==> images/layer_met1.png <==
Scale bar: 20 um.
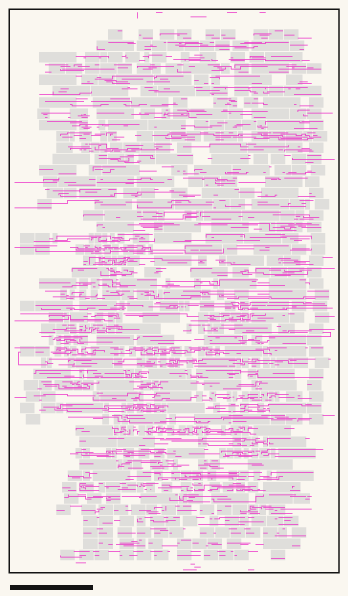
==> images/layer_met2.png <==
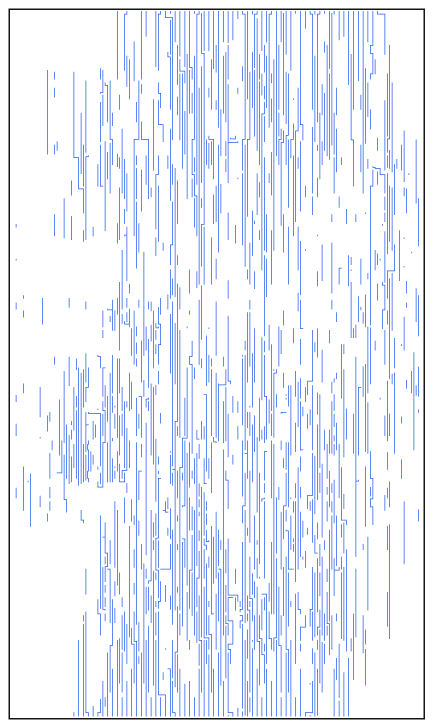
==> images/layer_met3.png <==
Scale bar: 20 um.
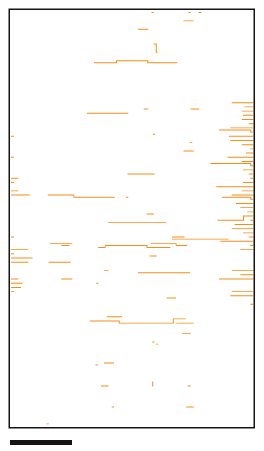
==> images/layer_met4.png <==
Scale bar: 20 um.
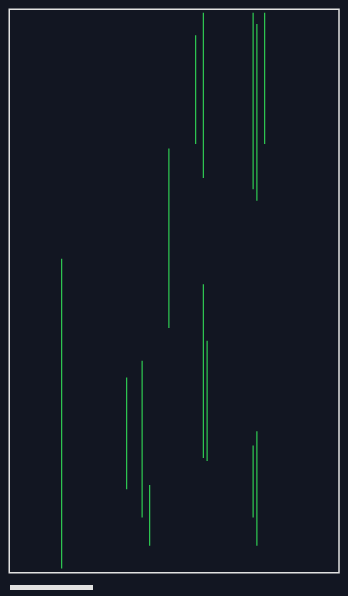
$ cat config.mk
export PLATFORM = sky130hd
export DESIGN_NAME = debug_unit_exec_control
export DESIGN_NICKNAME = d
export VERILOG_FILES = /design/src/rtl/debug_unit_exec_control.sv
export SDC_FILE = /design/constraint.sdc
export NUM_CORES = 1
export LEC_CHECK = 0
export CORE_ASPECT_RATIO = 1.75
export CORE_MARGIN = 2
export CORE_UTILIZATION = 49
export CTS_CLUSTER_SIZE = 16
export DETAILED_ROUTE_END_ITERATION = 12
export PLACE_DENSITY = 0.85
export SYNTH_ARGS = -nofsm -noshare
export SYNTH_HDL_FRONTEND = slang
export SYNTH_SLANG_ARGS = --single-unit
$ cat constraint.sdc
create_clock -name i_clock -period 7.19 [get_ports i_clock]
set_input_delay 0.719 -clock i_clock [delete_from_list [all_inputs] [get_ports i_clock]]
set_output_delay 0.719 -clock i_clock [all_outputs]
set_load 0.01 [all_outputs]
$ cat src/rtl/debug_unit_exec_control.sv
// debug_unit_exec_control: loads instruction memory, gates the pipeline and streams the PC/register dump over UART
module debug_unit_exec_control #(
    parameter int N_BITS       = 8,
    parameter int N_BITS_INSTR = 32,
    parameter int N_BITS_ADDR  = 8,
    parameter int N_REGS       = 32,
    parameter int N_BITS_REG   = 5,
    parameter int NB_STATE     = 3
) (
    input  logic                    i_clock,
    input  logic                    i_reset,
    input  logic                    i_enable_write_memory,
    input  logic                    i_done_write_memory,
    input  logic [N_BITS_INSTR-1:0] i_data_memory,
    input  logic                    i_execution_mode,
    input  logic                    i_execution_step,
    input  logic                    i_halt,
    input  logic [N_BITS_INSTR-1:0] i_pc,
    input  logic [N_BITS_INSTR-1:0] i_reg_data,
    input  logic                    i_tx_done,
    output logic                    o_imem_write_enable,
    output logic [N_BITS_ADDR-1:0]  o_imem_write_address,
    output logic [N_BITS_INSTR-1:0] o_imem_write_data,
    output logic                    o_pipeline_enable,
    output logic [N_BITS_REG-1:0]   o_reg_read_address,
    output logic                    o_tx_start,
    output logic [N_BITS-1:0]       o_tx_data,
    output logic [NB_STATE-1:0]     o_state
);
    localparam int NB_W = $clog2(N_REGS + 1);
    localparam logic [N_BITS_ADDR-1:0] ADDR_MAX = '1;
    localparam logic [NB_W-1:0] W_LAST = NB_W'(N_REGS);

    typedef enum logic [NB_STATE-1:0] {
        LOAD       = NB_STATE'(0),
        WAIT       = NB_STATE'(1),
        RUN        = NB_STATE'(2),
        STEP       = NB_STATE'(3),
        DUMP_LATCH = NB_STATE'(4),
        DUMP_SEND  = NB_STATE'(5),
        DUMP_WAIT  = NB_STATE'(6),
        DONE       = NB_STATE'(7)
    } state_t;

    state_t                  state_q, state_d;
    logic [N_BITS_ADDR-1:0]  cnt_q, cnt_d, waddr_q, waddr_d;
    logic                    we_q, we_d;
    logic [N_BITS_INSTR-1:0] wdata_q, wdata_d, shift_q, shift_d;
    logic [NB_W-1:0]         w_q, w_d;
    logic [1:0]              byte_q, byte_d;
    logic                    halt_q, halt_d;
    logic                    start_q, start_d;
    logic [N_BITS-1:0]       txd_q, txd_d;

    // state and datapath registers; reset aborts any load or dump in progress
    always_ff @(posedge i_clock or posedge i_reset) begin
        if (i_reset) begin
            state_q <= LOAD;
            cnt_q   <= '0;
            waddr_q <= '0;
            we_q    <= 1'b0;
            wdata_q <= '0;
            shift_q <= '0;
            w_q     <= '0;
            byte_q  <= '0;
            halt_q  <= 1'b0;
            start_q <= 1'b0;
            txd_q   <= '0;
        end else begin
            state_q <= state_d;
            cnt_q   <= cnt_d;
            waddr_q <= waddr_d;
            we_q    <= we_d;
            wdata_q <= wdata_d;
            shift_q <= shift_d;
            w_q     <= w_d;
            byte_q  <= byte_d;
            halt_q  <= halt_d;
            start_q <= start_d;
            txd_q   <= txd_d;
        end
    end

    // next-state logic; a tx_done coinciding with our own start pulse belongs to nothing and is ignored
    always_comb begin
        state_d = state_q;
        cnt_d   = cnt_q;
        waddr_d = waddr_q;
        we_d    = 1'b0;
        wdata_d = wdata_q;
        shift_d = shift_q;
        w_d     = w_q;
        byte_d  = byte_q;
        start_d = 1'b0;
        txd_d   = txd_q;
        halt_d  = halt_q | ((state_q == RUN || state_q == STEP) && i_halt);
        case (state_q)
            LOAD: if (i_done_write_memory && i_enable_write_memory) begin
                we_d    = 1'b1;
                waddr_d = cnt_q;
                wdata_d = i_data_memory;
                cnt_d   = (cnt_q == ADDR_MAX) ? cnt_q : cnt_q + 1'b1;
                state_d = (&i_data_memory) ? WAIT : LOAD;
            end
            WAIT: state_d = i_execution_mode ? RUN : i_execution_step ? STEP : WAIT;
            RUN: state_d = i_halt ? DUMP_LATCH : RUN;
            STEP: state_d = DUMP_LATCH;
            DUMP_LATCH: begin
                shift_d = (w_q == '0) ? i_pc : i_reg_data;
                byte_d  = '0;
                state_d = DUMP_SEND;
            end
            DUMP_SEND: begin
                start_d = 1'b1;
                txd_d   = shift_q[N_BITS_INSTR-1 -: N_BITS];
                state_d = DUMP_WAIT;
            end
            DUMP_WAIT: if (i_tx_done && !start_q) begin
                shift_d = shift_q << N_BITS;
                byte_d  = byte_q + 2'd1;
                if (byte_q != 2'd3) begin
                    state_d = DUMP_SEND;
                end else if (w_q < W_LAST) begin
                    w_d     = w_q + 1'b1;
                    state_d = DUMP_LATCH;
                end else begin
                    w_d     = '0;
                    state_d = halt_q ? DONE : WAIT;
                end
            end
            default: state_d = DONE;
        endcase
    end

    assign o_imem_write_enable  = we_q;
    assign o_imem_write_address = waddr_q;
    assign o_imem_write_data    = wdata_q;
    assign o_pipeline_enable    = (state_q == RUN && !i_halt) || state_q == STEP;
    assign o_reg_read_address   = (w_q == '0) ? '0 : N_BITS_REG'(w_q - 1'b1);
    assign o_tx_start           = start_q;
    assign o_tx_data            = txd_q;
    assign o_state              = state_q;
endmodule

==> qor.txt <==
Top class by area: registers
Non-clk buf share: 24.2%
Clock Latency Late Sink: 0.35 ns
Multi-input gates: 301
Final Max-Slew Violation Tally: 0
Largest power group: registers
Peak fanout along the critical path: 28
MUX area fraction: 13.4%
Library cell used as clock root buffer: sky130_fd_sc_hd__clkbuf_16
Initial antenna violation count: 0
Critical path arrival: 3.32 ns
DP HPWL: 9380 um
Seq share, synth: 53.0%
Seq Cell Count: 102
CP Launch Type: flip-flop
Number of cells in Yosys stat: 437
Dominant cell by count in the synthesized netlist: sky130_fd_sc_hd__dfrtp_1
Time the worst path needs with I/O delays and setup: 4.04 ns
Number of placed cells counting well taps: 695
Worst slew margin relative to its limit: 25.2%
Combinational share of cell area: 30.8%
Postcts setup bufs: 0
Max-cap violation count: 0
Per-instance average area after synthesis: 11.0 um2
CTS buffer count: 9
Unique cell type count in the Yosys netlist: 46
Proportion of synthesized flip-flops having asynchronous set or reset: 100%
Worst-case reg-to-reg path depth: 6
Crit path buf inv count: 2
Cell breakdown of the critical path: inv_1, ha_1, nor3b_4, and2_0, nor2_1, clkdlybuf4s50_1
Slack of the critical path: 3.15 ns
Number of well taps: 122
Hold Fails Final Rpt: 0
Reported sequential group power: 0.679 mW
Type of the worst setup path: reg2out
Ratio of cells with drive above 1 in the final layout: 13.1%
Global-route total usage across every layer: 25.0%
H-tree Lvls: 3
Summed instance area of the synthesized netlist: 4810 um2
Via count of the first global-routing pass: 4128
Share of the clock period used by the worst path after layout: 56.2%
Max Buffers Root-to-Sink: 2
Sequential portion of the cell area: 37.6%
Leading cell types in the layout, fill and taps excluded: sky130_fd_sc_hd__clkdlybuf4s50_1 (162), sky130_fd_sc_hd__dfrtp_1 (102), sky130_fd_sc_hd__o21ai_0 (52), sky130_fd_sc_hd__mux2_2 (50), sky130_fd_sc_hd__nand2_1 (44)
Top cells by area, synth: sky130_fd_sc_hd__dfrtp_1 (53%), sky130_fd_sc_hd__mux2_2 (12%), sky130_fd_sc_hd__o21ai_0 (5.4%)
Total length of routed met2 wires: 7100 um
FP Rows: 47
Largest net degree at the start of global routing: 67
Post-Route Skew: 0.00492 ns
Logic cell area: 2090 um2
Clock tree buffer count of the final layout: 12
Clock slew at the register clock pins of the worst setup and hold paths: 0.07 ns
Synth top area share: 53.0%
First-pass iteration count of the detailed router: 4
Capturing point of the worst reg2reg path: shift_q[23]
Highest metal layer with signal wires: met4
Result of the run: finished clean
Setup Slack @ Placement: 3.55 ns
Number of nets at the end of the flow: 693
Wire length of the first global-routing pass: 20400 um
Back to the opening pictures, layer_met1.png:
longest straight run: 26.2 um
nets with wire on the layer: 611
main direction: horizontal
share of all routed wire: 37%
wire length on this layer: 4840 um
fraction of met1 tracks used by global routing: 28.5%
Post-Route WL: 13000 um
Vias: 3978

Back to the opening pictures, layer_met2.png:
wire length on this layer: 7100 um
main direction: vertical
share of all routed wire: 55%
nets with wire on the layer: 625
longest straight run: 38.1 um
met2 Track Usage GR: 44.3%

Back to the opening pictures, layer_met3.png:
main direction: horizontal
wire length on this layer: 523 um
GR Util met3: 4.48%

Back to the opening pictures, layer_met4.png:
share of all routed wire: 3.8%
longest straight run: 74.1 um
nets with wire on the layer: 14

No activity file was given, so power comes from the tool's default toggle rates.
